===== src/rtl/dct_seq_ctrl.sv =====
// Sequencing controller for the time-multiplexed 8-point DCT datapath:
// sample load, stage/pair/sub-cycle walk over the butterflies, coefficient readout.
module dct_seq_ctrl #(
  parameter int NPTS   = 8,
  parameter int NSTAGE = 3
) (
  input  logic       clk,
  input  logic       rst_n,
  input  logic       in_valid,
  output logic       in_ready,
  output logic       wr_en,
  output logic [2:0] wr_idx,
  output logic [1:0] stg,
  output logic [1:0] pr_idx,
  output logic [1:0] cap_q,
  output logic       wb_en,
  output logic       busy,
  output logic       out_valid,
  input  logic       out_ready,
  output logic [2:0] rd_idx,
  output logic       done,
  output logic [1:0] dbg_state
);

  // Handshakes: a transfer happens on a rising edge where valid and ready are
  // both high; ready/valid here depend on state only, never on the partner.
  typedef enum logic [1:0] {
    ST_LOAD    = 2'd0,
    ST_COMPUTE = 2'd1,
    ST_OUT     = 2'd2
  } state_t;

  localparam logic [2:0] LAST_IDX = 3'(NPTS - 1);
  localparam logic [1:0] LAST_STG = 2'(NSTAGE - 1);

  state_t     state_q, state_d;
  logic [2:0] lc_q, lc_d;
  logic [2:0] oc_q, oc_d;
  logic [1:0] stg_q, stg_d;
  logic [1:0] pr_q, pr_d;
  logic       sc_q, sc_d;
  logic       done_q, done_d;

  always_comb begin
    state_d = state_q;
    lc_d    = lc_q;
    oc_d    = oc_q;
    stg_d   = stg_q;
    pr_d    = pr_q;
    sc_d    = sc_q;
    done_d  = 1'b0;
    case (state_q)
      ST_LOAD: begin
        if (in_valid) begin
          if (lc_q == LAST_IDX) begin
            lc_d    = 3'd0;
            state_d = ST_COMPUTE;
          end else begin
            lc_d = lc_q + 3'd1;
          end
        end
      end
      ST_COMPUTE: begin
        if (!sc_q) begin
          sc_d = 1'b1;
        end else begin
          sc_d = 1'b0;
          if (pr_q == 2'd3) begin
            pr_d = 2'd0;
            if (stg_q == LAST_STG) begin
              stg_d   = 2'd0;
              state_d = ST_OUT;
            end else begin
              stg_d = stg_q + 2'd1;
            end
          end else begin
            pr_d = pr_q + 2'd1;
          end
        end
      end
      ST_OUT: begin
        if (out_ready) begin
          if (oc_q == LAST_IDX) begin
            oc_d    = 3'd0;
            state_d = ST_LOAD;
            done_d  = 1'b1;
          end else begin
            oc_d = oc_q + 3'd1;
          end
        end
      end
      default: state_d = ST_LOAD;
    endcase
  end

  always_ff @(posedge clk or negedge rst_n) begin
    if (!rst_n) begin
      state_q <= ST_LOAD;
      lc_q    <= 3'd0;
      oc_q    <= 3'd0;
      stg_q   <= 2'd0;
      pr_q    <= 2'd0;
      sc_q    <= 1'b0;
      done_q  <= 1'b0;
    end else begin
      state_q <= state_d;
      lc_q    <= lc_d;
      oc_q    <= oc_d;
      stg_q   <= stg_d;
      pr_q    <= pr_d;
      sc_q    <= sc_d;
      done_q  <= done_d;
    end
  end

  // Counters are cleared on every state exit, so stg/pr_idx read 0 outside COMPUTE.
  assign in_ready  = (state_q == ST_LOAD);
  assign wr_en     = in_valid & in_ready;
  assign wr_idx    = lc_q;
  assign stg       = stg_q;
  assign pr_idx    = pr_q;
  assign cap_q     = (state_q == ST_COMPUTE) ? {1'b0, sc_q} : 2'd3;
  assign wb_en     = (state_q == ST_COMPUTE) & sc_q;
  assign busy      = (state_q != ST_LOAD);
  assign out_valid = (state_q == ST_OUT);
  assign rd_idx    = oc_q;
  assign done      = done_q;
  assign dbg_state = state_q;

endmodule


===== config.mk =====
export PLATFORM = sky130hd
export DESIGN_NAME = dct_seq_ctrl
export DESIGN_NICKNAME = d
export VERILOG_FILES = /design/src/rtl/dct_seq_ctrl.sv
export SDC_FILE = /design/constraint.sdc
export NUM_CORES = 1
export LEC_CHECK = 0
export ABC_AREA = 1
export CORE_AREA = 2 2 47 44
export CTS_CLUSTER_DIAMETER = 150
export DETAILED_ROUTE_END_ITERATION = 8
export DIE_AREA = 0 0 49 46
export HOLD_SLACK_MARGIN = 0.15
export PLACE_DENSITY = 0.73
export SYNTH_ARGS = -nofsm -noshare
export SYNTH_HDL_FRONTEND = slang
export SYNTH_SLANG_ARGS = --single-unit

===== constraint.sdc =====
create_clock -name clk -period 1.7 [get_ports clk]
set_input_delay 0.17 -clock clk [delete_from_list [all_inputs] [get_ports clk]]
set_output_delay 0.17 -clock clk [all_outputs]
set_load 0.005 [all_outputs]

==> changes_impl.md <==
### Metrics

- Share of cells above drive strength 1: 20.4%
- Signal buffers: 29
- Die Size: between 2000 and 2500 µm²
- CTS resizes: 3
- RSZ-0062 raised after global routing: false
- Critical Path Start Type: flop
- Port Buffers: 23
- Register area: 353 µm²
- Layout Cells excl Fill: roughly 140
- # DRC: 0
- Die width: 49 µm
- Critical path class: reg -> out
- Multi-input gate count: 54
- Total power: approximately 0.0018 W
- Status: finished clean
- Reg-to-reg slack, setup: ~0.27 ns
- Tap cells: 25
- Most common logic cells in the final layout: 23 x nand2_1, 20 x clkdlybuf4s50_1, 12 x dfrtp_1
- Global-route wire length before repair: ~2400 µm
- Logic cell area: roughly 320 µm²
- Tot GR Track Use: around 14%
- Finished Cell Area: ~1100 µm²
- Vias per Instance: about 4.4
- Synth Instances: 81
- Post-DP Area: 995 µm²
- Synth cell types: 18
- Initial antenna violation count: 0
- Vias: approximately 610
- Commonest Layout Cell: nand2_1
- Flops out of synthesis: 14
- Number of max-cap violations: 0
- Yosys stat area: 718 µm²
- Synth Seq Share: between 40% and 50%
- Flop share of the area: 33.5%
- Synthesized area: approximately 720 µm²
- Clk buf depth: 2
- Avg Cell Area, Syn: just under 9 µm²
- Clock Skew: approximately 0.00042 ns
- Syn nets: around 90
- Fin Hold WS: roughly 0.20 ns
- Nets: between 100 and 150
- Sum Neg Setup Slack: 0 ns
- Top class by area: sequential cells
- Final worst path period share: just under 100%
- Cts bufs inserted: 3
- Post-CTS Setup Bufs: 3
- Fmax achieved: between 600 and 700 MHz
- FP Rows: 15
- Worst setup EP type: primary output
- Io pins: 24
- Crit-path max FO: 4
- H-tree levels: 1
- Log Warnings: 26
- Number of cells in Yosys stat: roughly 81
- Fillers: 167
- NonClk Buf Share: 26.5%
- Routability cong.: ~0.7
- Logic inverters: 13
- Worst-Margin Slew: about 0.24 ns
- Crit path DRT: approximately 1.5 ns
- Hold_buf cts: 0
- Vias in the first global route: about 580
- 1st-pass router iterations: 2
- Antenna diodes: 0
- Clk sinks: 14
- Final Setup Violations: 0
- Worst vdd ir: just under 1000 µV
- DPL Wire Length: approximately 1100 µm
- CTS tree: yes
- Leak: around 0.53 nW
- Final setup margin: 0.0506 ns
- DP Worst Slack: around 0.11 ns
- Rel. slew slack: a little over four fifths
- Insertion delay at the late pin of the worst-skew pair: between 0.2 and 0.3 ns
- Clk root buf: clkbuf_4
- Final Max Slew Viols: 0
- YS warnings: 0
- Worst path arrival time: ~1.5 ns
- Die height: 46 µm
- Layout clock buffer count: 3
- Area Growth Syn to Fin: 46.7%
- Fin crit period: 1.65 ns
- Hold Crit Class: in -> async
- Initial drt markers: 5
- Pin count of the biggest net entering global routing: 15
- Placed Cells: 131
- Comb area share: a little under a third
- Seq cells: 14
- Clock transition at the registers of the reported paths: 0.08 ns
- DRT Wirelength: ~1400 µm
- Clock-cell share: under 10%
- PD cells: roughly 1700 nW/µm²
- GRT overflow: 0
- Final Hold Vio Count: 0
- ANT nets after route: 0
-- final timing paths --
path                              start            to  cells after the start
max reg2reg                   rd_idx[0]  dbg_state[0]                      7
min reg2reg                   rd_idx[2]     rd_idx[2]                      2
min                               rst_n        stg[1]                      2
max                        dbg_state[0]     out_valid                      3
min in group clk              rd_idx[2]     rd_idx[2]                      2
max in group asynchronous         rst_n  dbg_state[1]                      2
-- logic make-up (layout without fill, tap and decap cells) --
| logic type | after synthesis | count (layout) | synth area share [%] |
|---|---|---|---|
| and+or+nand+nor | 37 | 37 | 26.1 |
| DFF | 14 | 14 | 48.8 |
| buffers and inverters | 13 | 45 | 6.79 |
| AOI/OAI and AO/OA | 12 | 12 | 9.58 |
| adders and majority gates | 5 | 5 | 8.71 |
-- flip-flops by register name (all words and copies together) (netlist names) --
signal and flops:
dbg_state 2, done 1, pr_idx 2, rd_idx 3, sc_q 1, stg 2
wr_idx 3
-- routing by layer --
metal,global-route usage [%],part of all wire (%),wire length [µm]
met3,2.30,2.6,37
met2,23.8,49,702
met1,17.4,48,693
met5,0,0,0
met4,8.57,0.90,13
-- critical path, stage by stage, from the launching register on --
cell and delay [ns]:
dfrtp_2 0.43, buf_4 0.15, nor2_4 0.12, clkdlybuf4s50_1 0.51
-- cells in the mapped netlist (all sizes together) --
library cell | instances | share of area, %
a21oi | 1 | 0.70
a31oi | 1 | 0.87
dfrtp | 14 | 49
ha | 5 | 8.7
inv | 13 | 6.8
nand2 | 24 | 13
nand3 | 4 | 2.8
nand3b | 1 | 1.0
nand4 | 2 | 1.7
nor2 | 6 | 7.7
o21a | 2 | 2.1
o21ai | 7 | 4.9
o21bai | 1 | 1.0
-- report_power, final --
group,switching (W),internal [W]
logic,0.000448,0.000567
clock network,0.0000983,0.0000819
registers,0.000117,0.000467
util_map.png
10 x 9 tiles, from dark blue (low) to red (high), 0 to 100% covered.
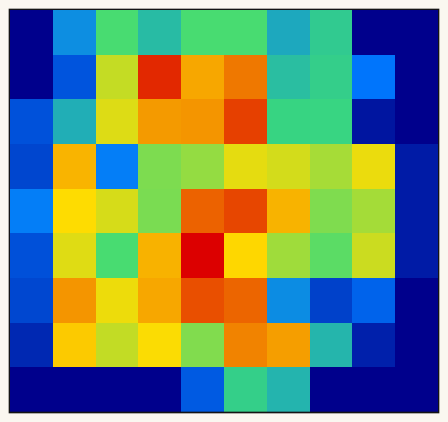
emptiest ninth of the die	bottom right
nearly empty tiles	17%
densest ninth of the die	middle
mean over tiles	45%
fullest tile	100%
Initial Utilization: 39.5%
Placeable Area: 1820 µm²
fin util: 57.9%

congestion_map.png
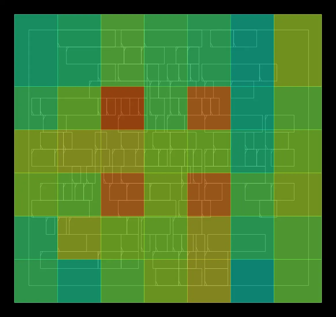
GR Util met2: 23.8%
gr busiest metal: met2
wire length per cell: 10.5 µm

No activity file was given, so power comes from the tool's default toggle rates.
